Gate-type map:
Scale: 6 px per um.
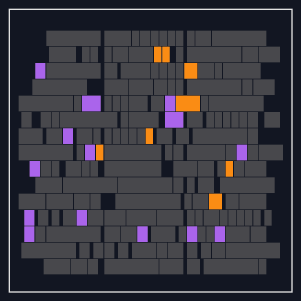
Supply network:
Scale: 8 px per um. Pins as bars on the die edge.
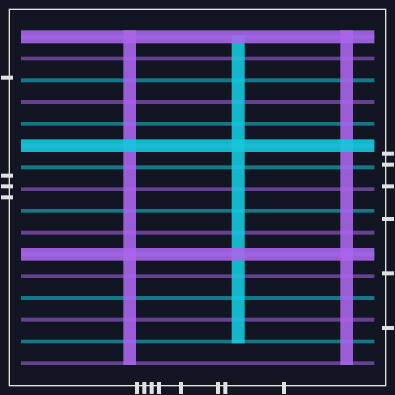
Routed metal, one colour a layer:
Scale: 10 px per um.
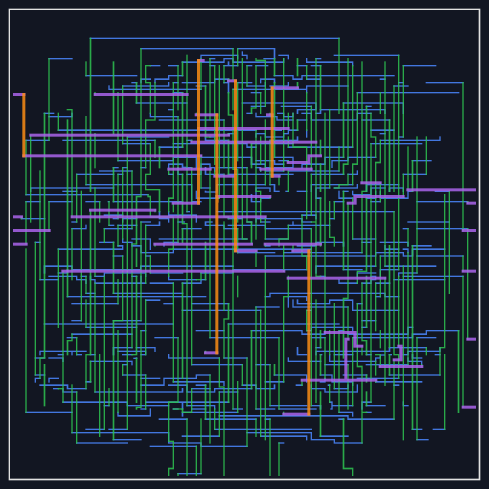
## src/rtl/gate_bist.sv

```systemverilog
// Exhaustive truth-table walker for a combinational gate: drives every input
// vector, samples the gate output after a settle window and checks it.
module gate_bist #(
    parameter int                      N_IN   = 2,
    parameter logic [(1<<N_IN)-1:0]    EXPECT = 4'b1110,
    parameter int                      SETTLE = 1
) (
    input  logic                       clk,
    input  logic                       rst_n,
    input  logic                       start,
    output logic [N_IN-1:0]            dut_in,
    input  logic                       dut_out,
    output logic                       busy,
    output logic                       done,
    output logic                       pass,
    output logic [(1<<N_IN)-1:0]       captured,
    output logic [N_IN-1:0]            fail_index,
    output logic [N_IN:0]              err_count
);

    // state  | meaning
    // IDLE   | waiting for start; results of the last run held
    // HOLD   | current vector applied, settle counter running down
    // SAMPLE | gate output sampled and compared on the leaving edge
    // FIN    | done pulse, pass valid; returns to IDLE
    localparam logic [1:0] S_IDLE   = 2'd0;
    localparam logic [1:0] S_HOLD   = 2'd1;
    localparam logic [1:0] S_SAMPLE = 2'd2;
    localparam logic [1:0] S_FIN    = 2'd3;

    localparam int               NV       = 1 << N_IN;
    localparam logic [N_IN-1:0]  LAST     = {N_IN{1'b1}};
    localparam logic [3:0]       SETTLE_L = 4'(SETTLE);

    logic [1:0]          state_q, state_d;
    logic [N_IN-1:0]     dut_in_q, dut_in_d;
    logic [3:0]          cnt_q, cnt_d;
    logic                busy_q, busy_d;
    logic                done_q, done_d;
    logic                pass_q, pass_d;
    logic [NV-1:0]       captured_q, captured_d;
    logic [N_IN-1:0]     fail_index_q, fail_index_d;
    logic [N_IN:0]       err_count_q, err_count_d;

    always_comb begin
        state_d      = state_q;
        dut_in_d     = dut_in_q;
        cnt_d        = cnt_q;
        busy_d       = busy_q;
        done_d       = done_q;
        pass_d       = pass_q;
        captured_d   = captured_q;
        fail_index_d = fail_index_q;
        err_count_d  = err_count_q;

        case (state_q)
            S_IDLE: begin
                if (start) begin
                    state_d      = S_HOLD;
                    dut_in_d     = '0;
                    cnt_d        = SETTLE_L;
                    busy_d       = 1'b1;
                    captured_d   = '0;
                    err_count_d  = '0;
                    fail_index_d = '0;
                    pass_d       = 1'b0;
                end
            end
            S_HOLD: begin
                if (cnt_q != 4'd0) begin
                    cnt_d = cnt_q - 4'd1;
                end else begin
                    state_d = S_SAMPLE;
                end
            end
            S_SAMPLE: begin
                captured_d[dut_in_q] = dut_out;
                if (dut_out != EXPECT[dut_in_q]) begin
                    err_count_d = err_count_q + (N_IN+1)'(1);
                    if (err_count_q == '0) begin
                        fail_index_d = dut_in_q;
                    end
                end
                // pass must reflect the final vector's sample, so it is
                // derived from the updated count rather than the flop
                if (dut_in_q == LAST) begin
                    state_d = S_FIN;
                    done_d  = 1'b1;
                    pass_d  = (err_count_d == '0);
                end else begin
                    dut_in_d = dut_in_q + N_IN'(1);
                    cnt_d    = SETTLE_L;
                    state_d  = S_HOLD;
                end
            end
            S_FIN: begin
                done_d  = 1'b0;
                busy_d  = 1'b0;
                state_d = S_IDLE;
            end
            default: begin
                state_d = S_IDLE;
            end
        endcase
    end

    always_ff @(posedge clk or negedge rst_n) begin
        if (!rst_n) begin
            state_q      <= S_IDLE;
            dut_in_q     <= '0;
            cnt_q        <= 4'd0;
            busy_q       <= 1'b0;
            done_q       <= 1'b0;
            pass_q       <= 1'b0;
            captured_q   <= '0;
            fail_index_q <= '0;
            err_count_q  <= '0;
        end else begin
            state_q      <= state_d;
            dut_in_q     <= dut_in_d;
            cnt_q        <= cnt_d;
            busy_q       <= busy_d;
            done_q       <= done_d;
            pass_q       <= pass_d;
            captured_q   <= captured_d;
            fail_index_q <= fail_index_d;
            err_count_q  <= err_count_d;
        end
    end

    assign dut_in     = dut_in_q;
    assign busy       = busy_q;
    assign done       = done_q;
    assign pass       = pass_q;
    assign captured   = captured_q;
    assign fail_index = fail_index_q;
    assign err_count  = err_count_q;

endmodule

```

## config.mk

```make
export PLATFORM = sky130hd
export DESIGN_NAME = gate_bist
export DESIGN_NICKNAME = d
export VERILOG_FILES = /design/src/rtl/gate_bist.sv
export SDC_FILE = /design/constraint.sdc
export NUM_CORES = 1
export LEC_CHECK = 0
export ABC_AREA = 1
export CORE_UTILIZATION = 54
export CTS_BUF_LIST = sky130_fd_sc_hd__clkbuf_8
export CTS_CLUSTER_DIAMETER = 50
export CTS_CLUSTER_SIZE = 25
export DETAILED_ROUTE_END_ITERATION = 7
export GPL_TIMING_DRIVEN = 0
export PLACE_DENSITY = 0.88
export SETUP_SLACK_MARGIN = 0.5
export SLEW_MARGIN = 20
export SYNTH_ARGS = -nofsm -noshare
export SYNTH_HDL_FRONTEND = slang
export SYNTH_SLANG_ARGS = --single-unit
export TNS_END_PERCENT = 30
```

## constraint.sdc

```tcl
create_clock -name clk -period 1.5 [get_ports clk]
set_input_delay 0.3 -clock clk [delete_from_list [all_inputs] [get_ports clk]]
set_output_delay 0.3 -clock clk [all_outputs]
set_load 0.01 [all_outputs]
```

==> job_summary.md <==
### Flow metrics

| Metric | Value |
|---|---|
| Critical Path Stages | `8` |
| Antenna diodes | `0` |
| Most common logic cells in the final layout | `42 x nand2_1, 19 x buf_4, 17 x dfrtp_1` |
| Yosys cell count | `136` |
| Startpoint Class | `flip-flop` |
| Worst slew margin | `0.394` |
| Vias | `1140` |
| Net count after synthesis | `149` |
| Setup bufs post-CTS | `16` |
| Die area | `2200 sq um` |
| Area growth syn-to-layout | `45.5%` |
| Seq power | `0.000822 W` |
| Cell variety after synth | `16` |
| Setup TNS | `0 ns` |
| Placed Cells incl. Taps | `178` |
| Crit. End Element | `flip-flop` |
| H-tree level count | `1` |
| # Taps | `25` |
| Top Consumer | `combinational cells` |
| Hold_sp | `busy` |
| Non-filler cells, final | `205` |
| Die Ht | `46.9 um` |
| Initial antenna violation count | `0` |
| DR WL/cell | `16.4 um` |
| Crit path DAT | `1.60 ns` |
| Crit path buffers/inverters | `2` |
| Drt initial violations | `50` |
| Cts repair resizes | `62` |
| Flop pwr share | `0.293` |
| Top sig layer | `met4` |
| Clk cell area share | `0.0451` |
| Hold WC Path Type | `reg -> reg` |
| CTS clk-pin slew, worst paths | `0.08 ns` |
| Pre-Place Util | `0.603` |
| Sequential cell area share | `0.319` |
| First-pass GRT wire length | `4340 um` |
| Power share of the clock group | `0.196` |
| Number of clock buffers in the layout | `3` |
| Met1 GRT Util | `0.373` |
| DR WL met2 | `1750 um` |
| # DRC | `0` |
| Post-CTS Hold Buffers | `0` |
| CP Capture Point | `cnt_q[2]` |
| Non-clock buffers | `40` |
| Clock skew | `0.00527 ns` |
| Yosys warnings | `0` |
| Worst hold path depth | `2` |
| FMAX | `0.691 GHz` |
| MUX share of area | `0` |
| Cycle use final | `0.964` |
| Final number of max-transition violations | `0` |
| CP delay by family, top | `simple AND/OR/NAND/NOR gates` |
| Grt peak-use layer | `met2` |
| Core Region | `1800 sq um` |
| Root buffer cell | `clkbuf_8` |
| Hold slack final | `0.491 ns` |
| DRT met1 WL | `1290 um` |
| Num rows | `15` |
| Post-route cell area | `1580 sq um` |
| Max-cap violations | `0` |
| Status | `completed` |
| Ys flops | `20` |
| Origin of the critical flop-to-flop path | `dut_in[0]` |
| CTS Buf Count | `3` |
| Power Density | `1770 nW/um^2` |
| Max Fanout on Critical Path | `6` |
| P_leak | `0.854 nW` |
| I/O Pins | `18` |
| Flop count | `20` |
| Largest cell class by area | `multi-input combinational cells` |
| XOR Share, Synth | `0.00806` |
| Worst R2R Setup Slack | `0.05 ns` |
| Drt pass-1 iters | `4` |
| Power Total | `0.00280 W` |
| Final core occ | `0.878` |
| Grt met3 use | `0.0346` |
| Yosys Chip Area | `1090 sq um` |
| Tmin final | `1.45 ns` |
| Cell Area, Placed | `1310 sq um` |
| Final setup vio count | `0` |
| Seq share, synth | `0.460` |
| Least-Margin Pin Slew | `0.907 ns` |
| Combinational share of power | `0.510` |
| GRT Util Overall | `0.286` |
| CTS tree | `done` |
| Comb. pwr | `0.00143 W` |
| VDD IR-drop max | `1150 uV` |
| Syn Area/Cell | `7.99 sq um` |
| Setup ws final | `0.0538 ns` |
| Clock sink count | `20` |
| Pint | `0.00163 W` |
| Comb gates | `100` |
| Min-Delay Endpoint | `busy` |
| Clock latency at the later pin of the worst-skew pair | `0.27 ns` |
| Unrepaired setup endpoints after global routing | `yes` |
| Pin count of the biggest net entering global routing | `21` |
| DP HPWL | `1590 um` |
| GRT overflow | `0` |
| GP Congestion | `0.920` |
| Vias in the first global route | `1006` |
| R2R depth | `8` |
| Die X | `46.9 um` |
| Port Buf Inserts | `17` |
| Reg-to-Reg End | `cnt_q[2]` |
| Share of cells above drive strength 1 | `0.378` |
| Slowest stage delay, CP | `0.43 ns` |
| Pre-CTS setup slack | `-0.105 ns` |
| OpenROAD warnings | `35` |
| Signal inverters | `16` |
| Final hold vios | `0` |
| Post-Syn Instances | `136` |
| Worst path cell trace | `buf_6, ha_1, nand2_4, nand2_2, inv_1, nand2_2, nand2_1, nand2_1` |
| Antenna Violating Nets Remaining | `0` |
| Top non-seq family | `simple AND/OR/NAND/NOR gates` |
| Simple share | `0.308` |
| Net switching power | `0.00117 W` |
| Switching Share | `0.419` |
| Comb/total area | `0.385` |
| Register cell area after layout | `504 sq um` |
| Final nets | `194` |
| DR WL met3 | `226 um` |
| FILL cells | `88` |
| Wirelength, routed | `3360 um` |
| Critical path class | `reg -> reg` |
| M2 GR Usage | `0.486` |
| CP max stage cell | `dfrtp_2` |
| CTS max path bufs | `2` |
| Worst Setup SP | `dut_in[0]` |
Notes on 'gate-type map' above:
legend:
  NOR gates:
    colour: orange
    cells: 8
  inverting AOI/OAI gates:
    colour: purple
    cells: 14

Notes on 'supply network' above:
legend:
  VDD:
    colour: cyan
  VSS:
    colour: purple
met5 straps: 3
met4 straps: 3

Notes on 'routed metal, one colour a layer' above:
legend:
  met1:
    colour: blue
    wire_length: 1290 um
  met3:
    colour: purple
    wire_length: 226 um
  met4:
    colour: orange
    wire_length: 86.4 um
  met2:
    colour: green
    wire_length: 1750 um

==> Yosys cell counts <==
master / instances / share of area
nand2_1: 48 / 0.17
dfrtp_1: 20 / 0.46
inv_1: 16 / 0.055
nand3_1: 14 / 0.064
o21ai_0: 12 / 0.055
ha_1: 9 / 0.10
nor2_1: 6 / 0.021
nand2_2: 2 / 0.012
nand3b_1: 2 / 0.014
a21oi_1: 1 / 0.0046
nand2_4: 1 / 0.010
nor2_2: 1 / 0.0058
nor2_4: 1 / 0.010
o21ai_1: 1 / 0.0046
or2_0: 1 / 0.0058
xnor2_1: 1 / 0.0081
==> flip-flops by register name, indices dropped and copies added (netlist names) <==
signal / count
fail_index: 2
captured: 4
err_count: 3
state_q: 2
pass: 1
done: 1
dut_in: 2
busy: 1
cnt_q: 4
Power is estimated from default activity; no workload was simulated.
